$ cat src/rtl/cpu_ctrl_pkg.sv
// Shared definitions for the execution sequencer and the core's control decoder:
// FSM states, run/step mode, halt-cause codes and the jump opcode.
package cpu_ctrl_pkg;

    typedef enum logic [1:0] {
        ST_HALT   = 2'd0,
        ST_SETTLE = 2'd1,
        ST_READY  = 2'd2,
        ST_ISSUE  = 2'd3
    } state_e;

    typedef enum logic {
        MODE_STEP = 1'b0,
        MODE_RUN  = 1'b1
    } mode_e;

    localparam logic [1:0] CAUSE_USER = 2'd0;
    localparam logic [1:0] CAUSE_BP   = 2'd1;
    localparam logic [1:0] CAUSE_LOOP = 2'd2;

    // J-type opcode, also decoded by the core's control unit.
    localparam logic [5:0] OP_JUMP = 6'b000010;

    // A jump whose target is its own address never makes progress.
    function automatic logic is_self_loop(input logic [31:0] inst, input logic [7:0] pc);
        return (inst[31:26] == OP_JUMP) && (inst[7:0] == pc);
    endfunction

endpackage

$ cat src/rtl/cpu_step_ctrl_if.sv
// Sequencer <-> datapath bus.
// Handshake: there is no back-pressure. cpu_en is a single-cycle advance
// pulse; the datapath must capture PC/register-file/data-memory writes on
// the clock edge that ends a cycle in which cpu_en is high, and must hold
// pc/inst stable otherwise. halted/halt_cause/instr_count/state are status.
interface cpu_step_ctrl_if;
    import cpu_ctrl_pkg::*;

    logic [7:0]  pc;
    logic [31:0] inst;
    logic        cpu_en;
    logic        halted;
    logic [1:0]  halt_cause;
    logic [15:0] instr_count;
    state_e      state;

    modport master (
        input  pc, inst,
        output cpu_en, halted, halt_cause, instr_count, state
    );

    modport slave (
        output pc, inst,
        input  cpu_en, halted, halt_cause, instr_count, state
    );
endinterface

$ cat src/rtl/key_debounce.sv
// Push-button conditioner: 2-FF synchronizer, stable-level debounce counter,
// and a one-cycle pulse on the press (falling edge of the debounced level).
// The key is active-low, so the idle level is 1.
module key_debounce #(
    parameter int DEBOUNCE_CYCLES = 500_000
) (
    input  logic clk,
    input  logic rst_n,
    input  logic key_raw,
    output logic press
);
    localparam int CW = (DEBOUNCE_CYCLES > 1) ? $clog2(DEBOUNCE_CYCLES) : 1;
    localparam logic [CW-1:0] CNT_LAST = CW'(DEBOUNCE_CYCLES - 1);

    logic          key_s1;
    logic          key_s2;
    logic          key_level;
    logic [CW-1:0] cnt;

    // Synchronize, then accept a new level only after it has differed from
    // the accepted level for DEBOUNCE_CYCLES consecutive cycles.
    always_ff @(posedge clk or negedge rst_n) begin
        if (!rst_n) begin
            key_s1    <= 1'b1;
            key_s2    <= 1'b1;
            key_level <= 1'b1;
            cnt       <= '0;
            press     <= 1'b0;
        end else begin
            key_s1 <= key_raw;
            key_s2 <= key_s1;
            press  <= 1'b0;
            if (key_s2 != key_level) begin
                if (cnt == CNT_LAST) begin
                    key_level <= key_s2;
                    cnt       <= '0;
                    press     <= ~key_s2;
                end else begin
                    cnt <= cnt + 1'b1;
                end
            end else begin
                cnt <= '0;
            end
        end
    end
endmodule

$ cat src/rtl/cpu_step_ctrl.sv
// Execution sequencer for the 8-bit single-cycle core. Issues a one-cycle
// cpu_en on the system clock in run or single-step mode, stops on a PC
// breakpoint or a jump-to-self, and keeps a settle window after every
// instruction so the synchronous ROM/RAM outputs are valid before the next.
// RUN_FREQ must leave CLK_FREQ/RUN_FREQ >= SETTLE_CYCLES+2.
module cpu_step_ctrl
    import cpu_ctrl_pkg::*;
#(
    parameter int CLK_FREQ        = 50_000_000,
    parameter int RUN_FREQ        = 2,
    parameter int SETTLE_CYCLES   = 4,
    parameter int DEBOUNCE_CYCLES = 500_000
) (
    input  logic                  clk,
    input  logic                  _rst,
    input  logic                  run_sw,
    input  logic                  step_key,
    input  logic                  bp_en,
    input  logic [7:0]            bp_addr,
    cpu_step_ctrl_if.master       bus
);
    localparam int P  = CLK_FREQ / RUN_FREQ;
    localparam int TW = (P > 1) ? $clog2(P) : 1;
    localparam int SW = (SETTLE_CYCLES > 1) ? $clog2(SETTLE_CYCLES) : 1;
    localparam logic [TW-1:0] TICK_LAST   = TW'(P - 1);
    localparam logic [SW-1:0] SETTLE_LAST = SW'(SETTLE_CYCLES - 1);

    logic          run_s1;
    logic          run_s2;
    logic          run_s3;
    logic          run_rise;
    logic          step_press;

    state_e        state;
    mode_e         mode;
    logic [TW-1:0] tick_cnt;
    logic          tick_pending;
    logic          bp_skip;
    logic [SW-1:0] settle_cnt;
    logic          cpu_en_r;
    logic          halted_r;
    logic [1:0]    halt_cause_r;
    logic [15:0]   instr_count_r;

    key_debounce #(
        .DEBOUNCE_CYCLES (DEBOUNCE_CYCLES)
    ) u_step_key (
        .clk     (clk),
        .rst_n   (_rst),
        .key_raw (step_key),
        .press   (step_press)
    );

    // Synchronize the run switch and register its 0->1 edge as a pulse.
    always_ff @(posedge clk or negedge _rst) begin
        if (!_rst) begin
            run_s1   <= 1'b0;
            run_s2   <= 1'b0;
            run_s3   <= 1'b0;
            run_rise <= 1'b0;
        end else begin
            run_s1   <= run_sw;
            run_s2   <= run_s1;
            run_s3   <= run_s2;
            run_rise <= run_s2 & ~run_s3;
        end
    end

    // Sequencer FSM with the run-rate tick counter; all outputs registered.
    always_ff @(posedge clk or negedge _rst) begin
        if (!_rst) begin
            state         <= ST_HALT;
            mode          <= MODE_STEP;
            tick_cnt      <= '0;
            tick_pending  <= 1'b0;
            bp_skip       <= 1'b0;
            settle_cnt    <= '0;
            cpu_en_r      <= 1'b0;
            halted_r      <= 1'b1;
            halt_cause_r  <= CAUSE_USER;
            instr_count_r <= '0;
        end else begin
            cpu_en_r <= 1'b0;

            // Free-running rate tick while running; ticks that land in
            // SETTLE stay pending, and several ticks collapse into one.
            if (mode == MODE_RUN && state != ST_HALT) begin
                if (tick_cnt == TICK_LAST) begin
                    tick_cnt     <= '0;
                    tick_pending <= 1'b1;
                end else begin
                    tick_cnt <= tick_cnt + 1'b1;
                end
            end

            case (state)
                ST_HALT: begin
                    // Run beats a simultaneous step; the step is dropped.
                    if (run_rise) begin
                        state        <= ST_SETTLE;
                        mode         <= MODE_RUN;
                        tick_cnt     <= '0;
                        tick_pending <= 1'b0;
                        bp_skip      <= 1'b1;
                        settle_cnt   <= '0;
                        halted_r     <= 1'b0;
                    end else if (step_press) begin
                        state    <= ST_ISSUE;
                        mode     <= MODE_STEP;
                        bp_skip  <= 1'b1;
                        cpu_en_r <= 1'b1;
                        halted_r <= 1'b0;
                    end
                end

                ST_SETTLE: begin
                    if (settle_cnt == SETTLE_LAST) begin
                        state <= ST_READY;
                    end else begin
                        settle_cnt <= settle_cnt + 1'b1;
                    end
                end

                ST_READY: begin
                    if (mode == MODE_STEP) begin
                        state    <= ST_HALT;
                        halted_r <= 1'b1;
                    end else if (!run_s2) begin
                        state        <= ST_HALT;
                        halted_r     <= 1'b1;
                        halt_cause_r <= CAUSE_USER;
                    end else if (bp_en && bus.pc == bp_addr && !bp_skip) begin
                        state        <= ST_HALT;
                        halted_r     <= 1'b1;
                        halt_cause_r <= CAUSE_BP;
                    end else if (is_self_loop(bus.inst, bus.pc)) begin
                        state        <= ST_HALT;
                        halted_r     <= 1'b1;
                        halt_cause_r <= CAUSE_LOOP;
                    end else if (tick_pending) begin
                        state        <= ST_ISSUE;
                        tick_pending <= 1'b0;
                        cpu_en_r     <= 1'b1;
                    end
                end

                ST_ISSUE: begin
                    // Count on leaving ISSUE so a reset inside it never counts.
                    instr_count_r <= instr_count_r + 16'd1;
                    bp_skip       <= 1'b0;
                    settle_cnt    <= '0;
                    state         <= ST_SETTLE;
                end

                default: begin
                    state <= ST_HALT;
                end
            endcase
        end
    end

    assign bus.cpu_en      = cpu_en_r;
    assign bus.halted      = halted_r;
    assign bus.halt_cause  = halt_cause_r;
    assign bus.instr_count = instr_count_r;
    assign bus.state       = state;

endmodule
$ cat src/flat_wrapper.sv
// flat-port wrapper written by rule: the top's interface ports become plain ports
module cpu_step_ctrl_flat import cpu_ctrl_pkg::*;
#(
    parameter int CLK_FREQ        = 50_000_000,
    parameter int RUN_FREQ        = 2,
    parameter int SETTLE_CYCLES   = 4,
    parameter int DEBOUNCE_CYCLES = 500_000
)
  (clk, _rst, run_sw, step_key, bp_en, bp_addr, bus_pc, bus_inst, bus_cpu_en, bus_halted, bus_halt_cause, bus_instr_count, bus_state);
  cpu_step_ctrl_if bus_i ();
  input  logic clk;
  input  logic _rst;
  input  logic run_sw;
  input  logic step_key;
  input  logic bp_en;
  input  logic [7:0] bp_addr;
  input wire logic [$bits(bus_i.pc)-1:0] bus_pc;
  input wire logic [$bits(bus_i.inst)-1:0] bus_inst;
  output wire logic [$bits(bus_i.cpu_en)-1:0] bus_cpu_en;
  output wire logic [$bits(bus_i.halted)-1:0] bus_halted;
  output wire logic [$bits(bus_i.halt_cause)-1:0] bus_halt_cause;
  output wire logic [$bits(bus_i.instr_count)-1:0] bus_instr_count;
  output wire logic [$bits(bus_i.state)-1:0] bus_state;
  assign bus_i.pc = bus_pc;
  assign bus_i.inst = bus_inst;
  assign bus_cpu_en = bus_i.cpu_en;
  assign bus_halted = bus_i.halted;
  assign bus_halt_cause = bus_i.halt_cause;
  assign bus_instr_count = bus_i.instr_count;
  assign bus_state = bus_i.state;
  cpu_step_ctrl #(.CLK_FREQ(CLK_FREQ), .RUN_FREQ(RUN_FREQ), .SETTLE_CYCLES(SETTLE_CYCLES), .DEBOUNCE_CYCLES(DEBOUNCE_CYCLES)) u_core (.clk(clk), ._rst(_rst), .run_sw(run_sw), .step_key(step_key), .bp_en(bp_en), .bp_addr(bp_addr), .bus(bus_i));
endmodule
$ cat config.mk
export PLATFORM = sky130hd
export DESIGN_NAME = cpu_step_ctrl_flat
export DESIGN_NICKNAME = d
export VERILOG_FILES = /design/src/rtl/cpu_ctrl_pkg.sv /design/src/rtl/cpu_step_ctrl_if.sv /design/src/rtl/key_debounce.sv /design/src/rtl/cpu_step_ctrl.sv /design/src/flat_wrapper.sv
export SDC_FILE = /design/constraint.sdc
export NUM_CORES = 1
export LEC_CHECK = 0
export ABC_AREA = 1
export ABC_CLOCK_PERIOD_IN_PS = 3400
export CAP_MARGIN = 5
export CORE_AREA = 2 2 91 93
export CTS_BUF_LIST = sky130_fd_sc_hd__clkbuf_16
export DETAILED_ROUTE_END_ITERATION = 7
export DIE_AREA = 0 0 93 95
export GPL_TIMING_DRIVEN = 0
export HOLD_SLACK_MARGIN = 0.08
export PLACE_DENSITY = 0.79
export SYNTH_ARGS = -nofsm -noshare
export SYNTH_HDL_FRONTEND = slang
export SYNTH_SLANG_ARGS = --single-unit
$ cat constraint.sdc
create_clock -name clk -period 3.4 [get_ports clk]
set_input_delay 0.34 -clock clk [delete_from_list [all_inputs] [get_ports clk]]
set_output_delay 0.34 -clock clk [all_outputs]
set_load 0.1 [all_outputs]
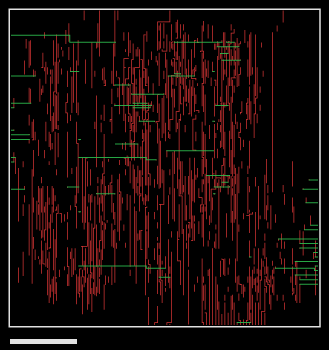
Run 1: routed metal, one color a layer
Bar = 20 um. Only two layers are drawn.
legend:
  M2:
    color: red
    wire_length: 4470 um
  M3:
    color: green
    wire_length: 330 um

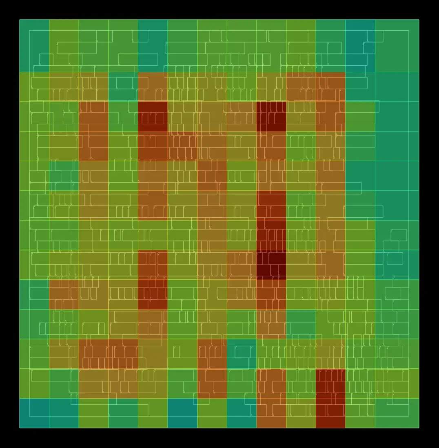
Run 1: congestion heat map
routing usage on met1: 28.6%
fin util: 67.5%
busiest grt layer: met2
M3 GR Usage: 4.07%
GR Util met2: 38.1%

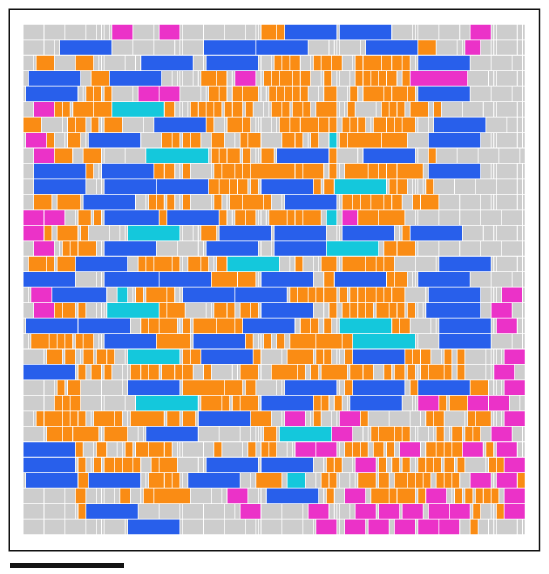
Run 1: placed cells, one color a class
Bar = 20 um. Fill, decap, tap and diode cells in gray.
legend:
  registers:
    color: blue
    cells: 79
    share_of_their_area: 38%
  remaining buffers and delay cells:
    color: magenta
    cells: 59
    share_of_their_area: 12%
  remaining logic cells:
    color: orange
    cells: 428
    share_of_their_area: 44%
  clock drivers and dummy loads:
    color: cyan
    cells: 16
    share_of_their_area: 6.5%

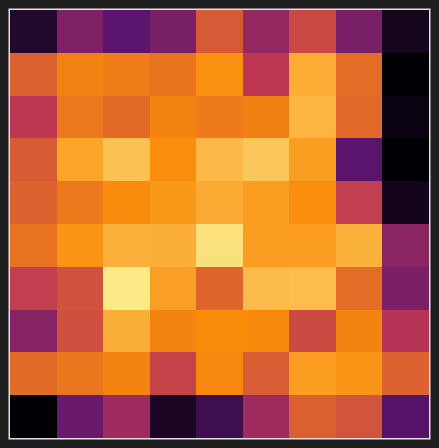
Run 1: cell density map
The die is cut into 9 by 10 equal tiles; black is low, pale yellow is high, 0 to 100% covered.
emptiest ninth of the die: upper right
fullest tile: 95%
mean over tiles: 59%

==> results.yml, run 1 <==
# flow metrics
setup_path:
  reg2reg_slack_ns: 1.17
  start_kind: "flop"
  crit_start: "u_core.bus.halted"
logic_synthesis:
  edf_count: 0
  synthTopCellsByCount: "nand2_1, dfrtp_1, inv_1"
power:
  leakage_nw: 2.47
  clock_power_share_pct: 33.7
min_path:
  worstHoldStart: "u_core.run_s1"
timing:
  slew_violations: 0
  period_used_pct: 68.2
  setup_slack_ns: 1.08
  hold_slack_ns: 0.358
  post-route-min-period_ns: 2.32
  rsz0062_at_grt: "no"
floorplan:
  die_h_um: 95
clock_network:
  cts_setup_buffers: 0
  cts_root_buffer: "clkbuf_16"
run_status:
  outcome: "finished clean"
final_layout:
  lay_top_cells: "nand2_1, dfrtp_1, inv_1"
flow_run:
  warning_count: 47
  maxCapViolations: 0
drt:
  wl_met1_mm: 4.08
placement:
  place_area_um2: 5000
## run 1: cell type report
class | instances | area, um^2
Buffer | 1 | 7.51
Clock buffer | 9 | 225
Clock inverter | 7 | 113
Fill cell | 641 | 2580
Inverter | 80 | 300
Multi-Input combinational cell | 348 | 1990
Sequential cell | 79 | 1980
Tap cell | 105 | 131
Timing Repair Buffer | 58 | 596
## run 1: kinds of logic (layout without fill, tap and decap cells)
group,Yosys count,count (layout),share of synthesized area (%)
AOI/OAI and AO/OA,58,58,7.77
and+or+nand+nor,247,247,29.3
DFF,79,79,46.3
buffers and inverters,81,155,7.18
xor gates and xnor gates,34,34,6.95
muxes,1,1,0.234
adders and majority gates,8,8,2.34
Run 1, register map, names as in the netlist:
Bar = 20 um. Other sequential cells in the stronger gray, the rest of the logic in the fainter gray.
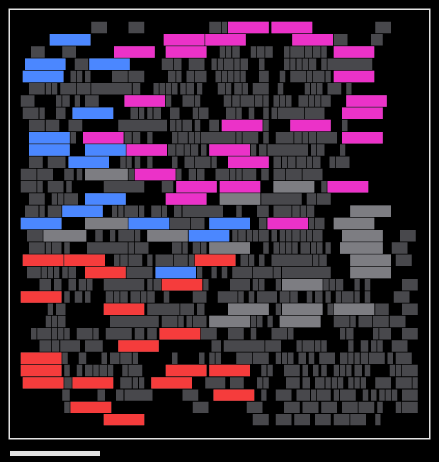

==> run 2: changes to the inputs <==
ABC_CLOCK_PERIOD_IN_PS = 2000   (was 3400)
CORE_AREA = 2 2 98 100   (was 2 2 91 93)
DIE_AREA = 0 0 100 102   (was 0 0 93 95)
PLACE_DENSITY = 0.72   (was 0.79)
clock period = 2 ns   (was 3.4 ns; I/O delays follow)
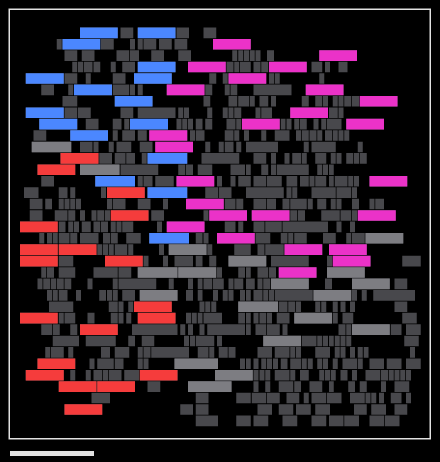
Run 2: register map, names as in the netlist
Bar = 20 um. Other sequential cells in the stronger gray, the rest of the logic in the fainter gray.
legend:
  `u_core.u_step_key.cnt`:
    color: red
    placed_flops: 19
  `u_core.tick_cnt`:
    color: magenta
    placed_flops: 25
  `u_core.bus.instr_count`:
    color: blue
    placed_flops: 16

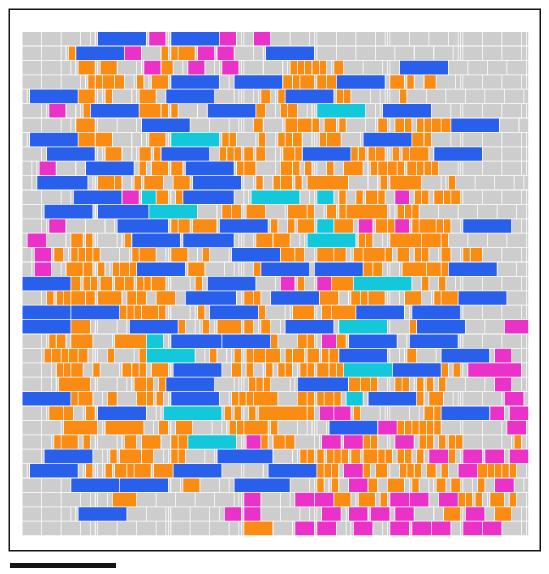
Run 2: placed cells, one color a class
Bar = 20 um. Fill, decap, tap and diode cells in gray.
legend:
  registers:
    color: blue
    cells: 79
    share_of_their_area: 38%
  clock drivers and dummy loads:
    color: cyan
    cells: 16
    share_of_their_area: 6.2%
  remaining logic cells:
    color: orange
    cells: 428
    share_of_their_area: 44%
  remaining buffers and delay cells:
    color: magenta
    cells: 66
    share_of_their_area: 12%

==> run 2 against run 1 <==
Effect of this change:
- cell count rose by 1.9%
- clock skew shrank 0.0027 ns
- non-clock buffer count increased by 7
- sequential share of layout area shrank 0.44 points
- wire length up 2.6%
- combinational power up 79%
- die area up 15%
- critical path type unchanged
==> results.yml, run 2 <==
# flow metrics
final_layout:
  clk_share_pct: 6.02
  nets: 645
  lay_top_cells: "nand2_1, dfrtp_1, inv_1"
  seq-cell-share_pct: 36.6
  flop_area_um2: 1990
  buf_share_pct: 11.6
  clockBufferCount: 9
  sh_comb_area_pct: 37.7
  dominant-cell-class: "multi-input combinational cells"
  seq_cells: 79
  logic_gates: 348
  fillCellCount: 808
  combGateArea_um2: 2050
  nNonClkBuffers: 66
  inv_count: 80
  top_register: "u_core.tick_cnt"
  utilization_pct: 59.8
floorplan:
  tap_cells: 111
  die_h_um: 102
timing:
  period_used_pct: 95.8
  hold_slack_ns: 0.276
  setup_slack_ns: 0.0844
  post-route-min-period_ns: 1.92
  slew_violations: 0
logic_synthesis:
  synth-compound-area-share_pct: 7.77
  fa_ha_area_share_pct: 2.34
  ys_sh_simple_pct: 29.3
  topCombFamilyByArea: "simple AND/OR/NAND/NOR gates"
  edf_count: 0
  mux_share_pct: 0.234
  synth_warnings: 0
  xor_share_pct: 6.95
  synthTopCellsByCount: "nand2_1, dfrtp_1, inv_1"
setup_path:
  start_kind: "flop"
  crit_start: "u_core.bus.halted"
  critPathKind: "reg2out"
  r2r_start: "u_core.bus.state[1]"
placement:
  place_area_um2: 5020
run_status:
  outcome: "finished clean"
power:
  ir_drop_mv: 0.777
  leakage_nw: 2.60
  power_density_nw_per_um2: 1020
flow_run:
  warning_count: 48
  maxCapViolations: 0
drt:
  viasPerCell: 5.09
  vias: 3565
global_routing:
  busiest_layer: "met2"
clock_network:
  cts_root_buffer: "clkbuf_16"
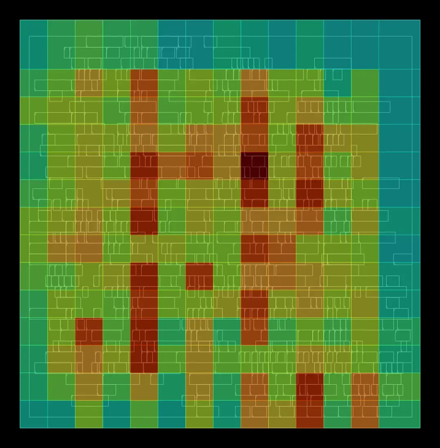
Run 2: congestion heat map
routing usage on met1: 24.9%
GR Util All Layers: 19.3%
GR Util met2: 32.7%
M3 GR Usage: 2.94%
Avg WL per Cell: 13.2 um

run 2: power breakdown:
part | switching (mW) | internal, mW | total [mW]
registers | 0.181 | 1.79 | 1.97
clock network | 0.692 | 1.11 | 1.80
logic | 1.22 | 0.558 | 1.77
run 2: worst paths after layout:
path,endpoint,slack (ns),cells after the start
setup / recovery,bus_halted,0.08,1
hold / removal,u_core.bus.halt_cause[1],0.28,2
setup reg to reg,u_core.tick_cnt[21],0.11,11
hold reg to reg,u_core.run_s2,0.36,0
max in group asynchronous,u_core.u_step_key.key_s1,1.10,3
min in group clk,u_core.u_step_key.key_s1,0.28,1
run 2: per-layer routing:
metal	part of all wire, %	up-vias
li1	-	1799
met1	45	1682
met2	50	67
met3	3.5	17
met4	1.9	0
met5	0	-
No activity file was given, so power comes from the tool's default toggle rates.
